[src/rtl/ltc2308_ctrl.sv]
`timescale 1ns/1ps
// Free-running round-robin scan controller for the LTC2308 8-channel 12-bit SPI ADC.
// Latency: the result of a conversion appears one frame after its channel was configured (pipelined ADC).
// Backpressure: none; result_valid is a one-cycle pulse that cannot be stalled, and result_ch/result_data hold until the next pulse.
//
// Ports:
//   clk, reset         : system clock, synchronous active-high reset
//   enable, ch_mask    : run continuous scan over the channels set in ch_mask
//   unipolar           : UNI bit placed in every config word
//   adc_convst/sck/sdi : ADC control pins; adc_sdo is the ADC serial data in
//   result_valid/ch/data : conversion result, tagged with the channel it belongs to
//   busy               : high while a frame is in progress
module ltc2308_ctrl #(
  parameter int CONVST_CYC = 2,
  parameter int CONV_CYC   = 80,
  parameter int SCK_LO_CYC = 1,
  parameter int SCK_HI_CYC = 1,
  parameter int FRAME_CYC  = 100
) (
  input  logic        clk,
  input  logic        reset,
  input  logic        enable,
  input  logic [7:0]  ch_mask,
  input  logic        unipolar,
  output logic        adc_convst,
  output logic        adc_sck,
  output logic        adc_sdi,
  input  logic        adc_sdo,
  output logic        result_valid,
  output logic [2:0]  result_ch,
  output logic [11:0] result_data,
  output logic        busy
);

  typedef enum logic [2:0] {IDLE, CONVST, CONV_WAIT, SCK_LO, SCK_HI, GAP} state_t;

  state_t      state, state_nxt;
  logic [15:0] cnt;          // cycles spent in the current state
  logic [15:0] fcnt;         // cycles since the current frame's CONVST entry
  logic [3:0]  bit_idx;
  logic [2:0]  cur_ch;       // channel configured in this frame
  logic [2:0]  prev_ch;      // channel configured in the previous frame = owner of this frame's data
  logic [5:0]  cfg;          // config word, shifted left once per bit so cfg[5] is the bit on the wire
  logic [11:0] shift;
  logic        primed;
  logic [2:0]  next_ch;
  logic [2:0]  base;
  logic [2:0]  idx;
  logic        found;
  logic        cnt_last;
  logic        frame_go;
  logic        start_frame;

  assign frame_go    = enable && (ch_mask != 8'd0);
  assign start_frame = (state_nxt == CONVST) && (state != CONVST);

  // Round-robin pick: first set bit after the previous channel, wrapping.
  // Starting the scan from 7 when unprimed makes the first candidate channel 0,
  // which yields the lowest set bit for the first frame after IDLE.
  always_comb begin
    next_ch = 3'd0;
    found   = 1'b0;
    idx     = 3'd0;
    base    = primed ? cur_ch : 3'd7;
    for (int i = 1; i <= 8; i++) begin
      idx = base + 3'(i);
      if (!found && ch_mask[idx]) begin
        next_ch = idx;
        found   = 1'b1;
      end
    end
  end

  always_comb begin
    cnt_last = 1'b0;
    case (state)
      CONVST:    cnt_last = (cnt == 16'(CONVST_CYC - 1));
      CONV_WAIT: cnt_last = (cnt == 16'(CONV_CYC - 1));
      SCK_LO:    cnt_last = (cnt == 16'(SCK_LO_CYC - 1));
      SCK_HI:    cnt_last = (cnt == 16'(SCK_HI_CYC - 1));
      // GAP always lasts at least one cycle so the result pulse has a home
      GAP:       cnt_last = (fcnt >= 16'(FRAME_CYC - 1));
      default:   cnt_last = 1'b0;
    endcase
  end

  // State register
  always_ff @(posedge clk) begin
    if (reset) state <= IDLE;
    else       state <= state_nxt;
  end

  // Next-state logic
  always_comb begin
    state_nxt = state;
    case (state)
      IDLE:      if (frame_go) state_nxt = CONVST;
      CONVST:    if (cnt_last) state_nxt = CONV_WAIT;
      CONV_WAIT: if (cnt_last) state_nxt = SCK_LO;
      SCK_LO:    if (cnt_last) state_nxt = SCK_HI;
      SCK_HI:    if (cnt_last) state_nxt = (bit_idx == 4'd11) ? GAP : SCK_LO;
      GAP:       if (cnt_last) state_nxt = frame_go ? CONVST : IDLE;
      default:   state_nxt = IDLE;
    endcase
  end

  // Output decode
  always_comb begin
    adc_convst = (state == CONVST);
    adc_sck    = (state == SCK_HI);
    adc_sdi    = ((state == SCK_LO) || (state == SCK_HI)) && cfg[5];
    busy       = (state != IDLE);
  end

  // Datapath: counters, channel pointer, config shifter, capture and result
  always_ff @(posedge clk) begin
    if (reset) begin
      cnt          <= 16'd0;
      fcnt         <= 16'd0;
      bit_idx      <= 4'd0;
      cur_ch       <= 3'd0;
      prev_ch      <= 3'd0;
      cfg          <= 6'd0;
      shift        <= 12'd0;
      primed       <= 1'b0;
      result_valid <= 1'b0;
      result_ch    <= 3'd0;
      result_data  <= 12'd0;
    end else begin
      result_valid <= 1'b0;
      cnt          <= (state_nxt != state) ? 16'd0 : cnt + 16'd1;
      if (state != IDLE) fcnt <= fcnt + 16'd1;

      if (start_frame) begin
        fcnt    <= 16'd0;
        bit_idx <= 4'd0;
        prev_ch <= cur_ch;
        cur_ch  <= next_ch;
        cfg     <= {1'b1, next_ch, unipolar, 1'b0};
      end

      if (state == SCK_HI && cnt_last) begin
        shift   <= {shift[10:0], adc_sdo};
        cfg     <= {cfg[4:0], 1'b0};
        bit_idx <= bit_idx + 4'd1;
        if (bit_idx == 4'd11) begin
          primed <= 1'b1;
          if (primed) begin
            result_valid <= 1'b1;
            result_ch    <= prev_ch;
            result_data  <= {shift[10:0], adc_sdo};
          end
        end
      end

      if (state == GAP && cnt_last && !frame_go) primed <= 1'b0;
    end
  end

endmodule

[config.mk]
export PLATFORM = sky130hd
export DESIGN_NAME = ltc2308_ctrl
export DESIGN_NICKNAME = d
export VERILOG_FILES = /design/src/rtl/ltc2308_ctrl.sv
export SDC_FILE = /design/constraint.sdc
export NUM_CORES = 1
export LEC_CHECK = 0
export ABC_AREA = 0
export CORE_MARGIN = 2
export CORE_UTILIZATION = 45
export CTS_CLUSTER_DIAMETER = 150
export DETAILED_ROUTE_END_ITERATION = 6
export GPL_TIMING_DRIVEN = 0
export PLACE_DENSITY = 0.63
export SLEW_MARGIN = 20
export SYNTH_ARGS = -nofsm -noshare
export SYNTH_HDL_FRONTEND = slang
export SYNTH_SLANG_ARGS = --single-unit
[constraint.sdc]
create_clock -name clk -period 4.25 [get_ports clk]
set_input_delay 0.85 -clock clk [delete_from_list [all_inputs] [get_ports clk]]
set_output_delay 0.85 -clock clk [all_outputs]
set_load 0.02 [all_outputs]
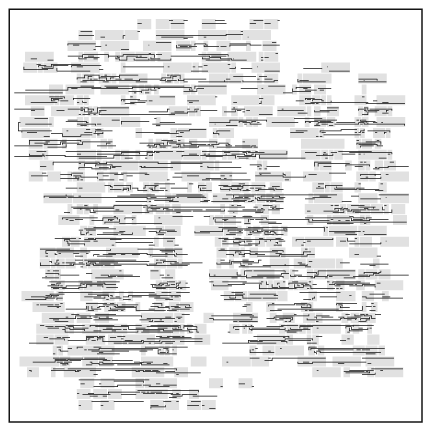
m1.png
Drawn at 4 px/um. Cells faint in the background.
The wires run mostly horizontal. The layer carries 4630 um of wire. The layer holds 47% of the routed length. The longest straight run is 27.6 um.
detailed-route wire length: 9.81 mm
total number of vias: 3770
M1 GR Usage: 0.261

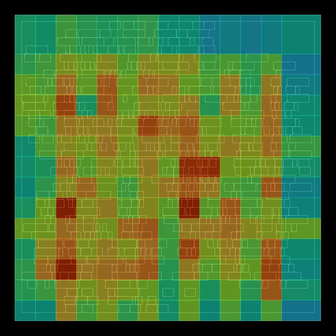
congestion_map.png
WL per Instance: 14.5 um
Total GRT Usage: 0.199

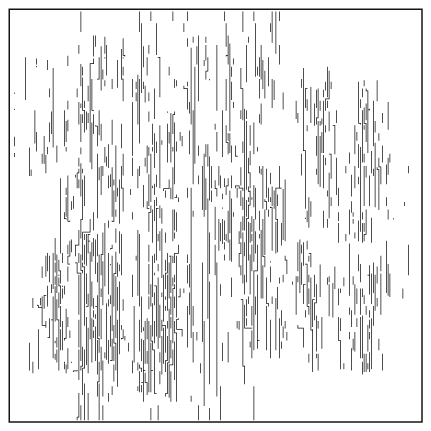
m2.png
Drawn at 4 px/um.
The layer carries 4620 um of wire. The wires run mostly vertical. 463 nets have wire on it. The layer holds 47% of the routed length.
global-route track usage on met2: 0.328

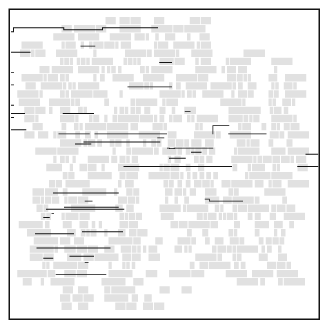
m3.png
Drawn at 3 px/um. Cells faint in the background.
The longest straight run is 35.9 um. The layer carries 423 um of wire. 30 nets have wire on it.
met3 Use GR: 0.0441

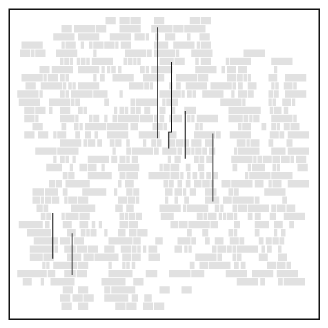
m4.png
Drawn at 3 px/um. Cells faint in the background.
The layer holds 1.4% of the routed length. The longest straight run is 36.7 um.

==> Slide: Implementation Results <==
Synthesis and Place & Route Summary

Setup path
  – Worst Setup End Kind: flop
  – Slowest cell on the critical path: mux4_2
  – Slowest stage delay, CP: 0.55 ns
  – CP required: 4.50 ns
  – WS Path Type: reg -> reg
  – Buf/Inv on CP: 3
  – Setup crit start: primed$_SDFFE_PP0P_
  – Largest delay share family, worst path: buffers and inverters
  – Cell repeated most along the worst path: clkbuf_1
  – Worst EP arrival: 3.76 ns
  – R2R cell count: 10
  – CP Max Fanout: 10
  – Cells along the critical path: nand2b_1 -> clkbuf_1 -> ha_1 -> clkbuf_1 -> clkinv_1 -> mux4_2 -> a21oi_1 -> nand2_1 -> and3_1 -> a2111oi_2
  – CP startpoint kind: flop
  – FF-to-FF End: cur_ch[0]$_SDFFE_PP0P_

Final timing
  – Hold Violations, Final: 0
  – Fin crit share: 0.827
  – Unrepaired setup endpoints after global routing: no
  – Final min period: 3.51 ns
  – Slew at the pin closest to its max-slew limit: 0.771 ns
  – Endpoints failing setup: 0
  – TNS Setup: 0 ns
  – Max Slew Vio Count: 0
  – Highest clock rate: 285 MHz

Final layout
  – N_diodes: 0
  – Multi-input logic area: 2660 sq um
  – Area Growth Syn to Fin: 15.4%
  – Final core area utilization: 0.526
  – Fillers: 957
  – Nets: 558
  – Register area: 1560 sq um
  – Most frequent cells in the layout: dfxtp_1 (78), nand2_1 (58), nor2_1 (53), clkdlybuf4s50_1 (32), a21oi_1 (31)

Clock network
  – CTS hold repair buffers: 0
  – Post-CTS setup buffers: 0
  – CTS root buf: clkbuf_8
  – CTS Buffer Depth: 2
  – Clock transition at path regs: 0.08 ns
  – Post-CTS Resized: 0
  – H-tree levels: 3
  – Clk sink count: 78

Floorplanning
  – Core ar.: 9640 sq um
  – Fp_density: 0.456
  – IO Pins: 33
  – Chip Height: 103 um
  – Die width: 103 um
  – Chip Area: 10600 sq um

Global routing
  – Initial antenna violation count: 0
  – Vias in the first global route: 3650
  – Largest net degree at the start of global routing: 14
  – GRT overflow: 0
  – First-pass GRT wire length: 16.7 mm

Place
  – Post-DP HPWL: 7.16 mm

Run
  – Max Cap Viol: 0

Min path
  – Worst hold path type: reg -> reg
  – Hold Path End: shift[10]$_SDFFE_PP0P_
  – Hold Path Origin: shift[10]$_SDFFE_PP0P_
  – Hold Crit Depth: 2

Synthesis
  – Cell Type Count: 67
  – Synth Seq Share: 0.355
  – Post-synth EDFFs: 0
  – Synth warnings: 0
  – Largest cells by area: dfxtp_1 (36%), mux4_2 (8.2%), mux2i_1 (6.4%), nand2_1 (5.0%), nor2_1 (4.5%)
  – Mapped Cells: 496
  – Flops after synth: 78
  – Async set or reset register ratio after synthesis: 0
  – Top FF cell, synth: dfxtp_1
  – Synth Area per Inst: 8.86 sq um
  – Synthesized Nets: 515
  – Top cell type by total area after synthesis: dfxtp_1
  – Post-Syn Area: 4390 sq um
  – YS chip area: 4390 sq um
  – Max-area cell share: 0.355

Routing
  – Initial detailed-routing violation count: 134
  – Post-route ant nets: 0
  – Vias per inst: 5.57
  – Pre-antenna DRT Iters: 4
  – # DRC: 0

Pwr
  – Leak: 1.91 nW
  – Pwr per Cell Area: 308 nW/um^2
  – Peak VDD IR: 0.185 mV
  – Tot Pwr: 1.56 mW

Outcome
  – Status: finished, final reports clean
[synthesized netlist by cell type (3+ instances only)]
| cell type | n |
|---|---|
| dfxtp_1 | 78 |
| buf_2 | 6 |
| and2_1 | 4 |
| a21oi_1 | 31 |
| nand2b_1 | 5 |
| o21a_1 | 3 |
| nand3_1 | 23 |
| nor3_1 | 29 |
| mux4_2 | 16 |
| inv_1 | 12 |
| nor2_1 | 53 |
| nand4_1 | 7 |
| and3b_1 | 3 |
| nand2_1 | 58 |
| and4_1 | 3 |
| clkbuf_1 | 13 |
| a21o_1 | 4 |
| xnor2_1 | 13 |
| o21ai_0 | 4 |
| xor2_1 | 20 |
| o211ai_1 | 3 |
| ha_1 | 6 |
| and3_1 | 10 |
| mux2i_1 | 28 |
| buf_6 | 3 |
| nor4_1 | 6 |
| o22ai_1 | 3 |
[layer usage]
layer / wire (um) / GRT usage / vias up
li1: - / - / 1869
met1: 4630 / 0.261 / 1825
met2: 4620 / 0.328 / 62
met3: 422 / 0.0441 / 14
met4: 132 / 0.0607 / 0
met5: 0 / 0 / -
[registers in the layout (all words and copies together) (netlist names)]
signal,cells
result_ch,3
fcnt,16
primed,1
result_valid,1
result_data,12
cnt,16
prev_ch,3
shift,11
cfg,5
bit_idx,4
state,3
cur_ch,3
[cell type report]
class / instances / area share
inverter: 15 / 0.0111
clock inverter: 6 / 0.0123
multi-input combinational: 381 / 0.525
buffer: 22 / 0.0222
sequential: 78 / 0.308
timing repair buffer: 32 / 0.0632
clock buffer: 10 / 0.0252
tap: 133 / 0.0328
[worst register-to-register path, stage by stage (launching register included)]
cell and delay (ns):
dfxtp_1 0.51, nand2b_1 0.09, clkbuf_1 0.25, ha_1 0.35, clkbuf_1 0.42, clkinv_1 0.44, mux4_2 0.55, a21oi_1 0.17
nand2_1 0.07, and3_1 0.21, a2111oi_2 0.35
[logic make-up (layout without fill, tap and decap cells)]
group	count (synthesis)	after routing	share of synthesized area
mux	49	49	0.159
flops	78	78	0.355
compound gates	79	79	0.125
fa+ha+maj	6	6	0.0171
buf+inv	37	85	0.0384
xor+xnor	34	34	0.0720
simple gates	213	213	0.233
[how the worst max path moves through the flow]
stage / to / cells after the start
2_1_floorplan: cur_ch[0]$_SDFFE_PP0P_ / 10
3_3_place_gp: fcnt[11]$_SDFFE_PP0N_ / 9
3_5_place_dp: fcnt[13]$_SDFFE_PP0N_ / 9
4_1_cts: cur_ch[0]$_SDFFE_PP0P_ / 10
5_1_grt: cur_ch[0]$_SDFFE_PP0P_ / 10
6_report: cur_ch[0]$_SDFFE_PP0P_ / 10
[per-stage QoR]
| step | area, sq um | worst slack, ns | instances |
|---|---|---|---|
| after floorplan | 4390 | 1.31 | 496 |
| after global placement | 4880 | 0.643 | 661 |
| after detailed placement | 4880 | 0.576 | 661 |
| after CTS | 5070 | 0.755 | 677 |
| after global routing | 5070 | 0.461 | 677 |
| final | 5070 | 0.737 | 677 |
[power breakdown]
part | internal, mW | switching, mW | total (mW)
Combinational | 0.102 | 0.150 | 0.252
Sequential | 0.750 | 0.0193 | 0.769
Clock | 0.269 | 0.270 | 0.539
No activity file was given, so power comes from the tool's default toggle rates.
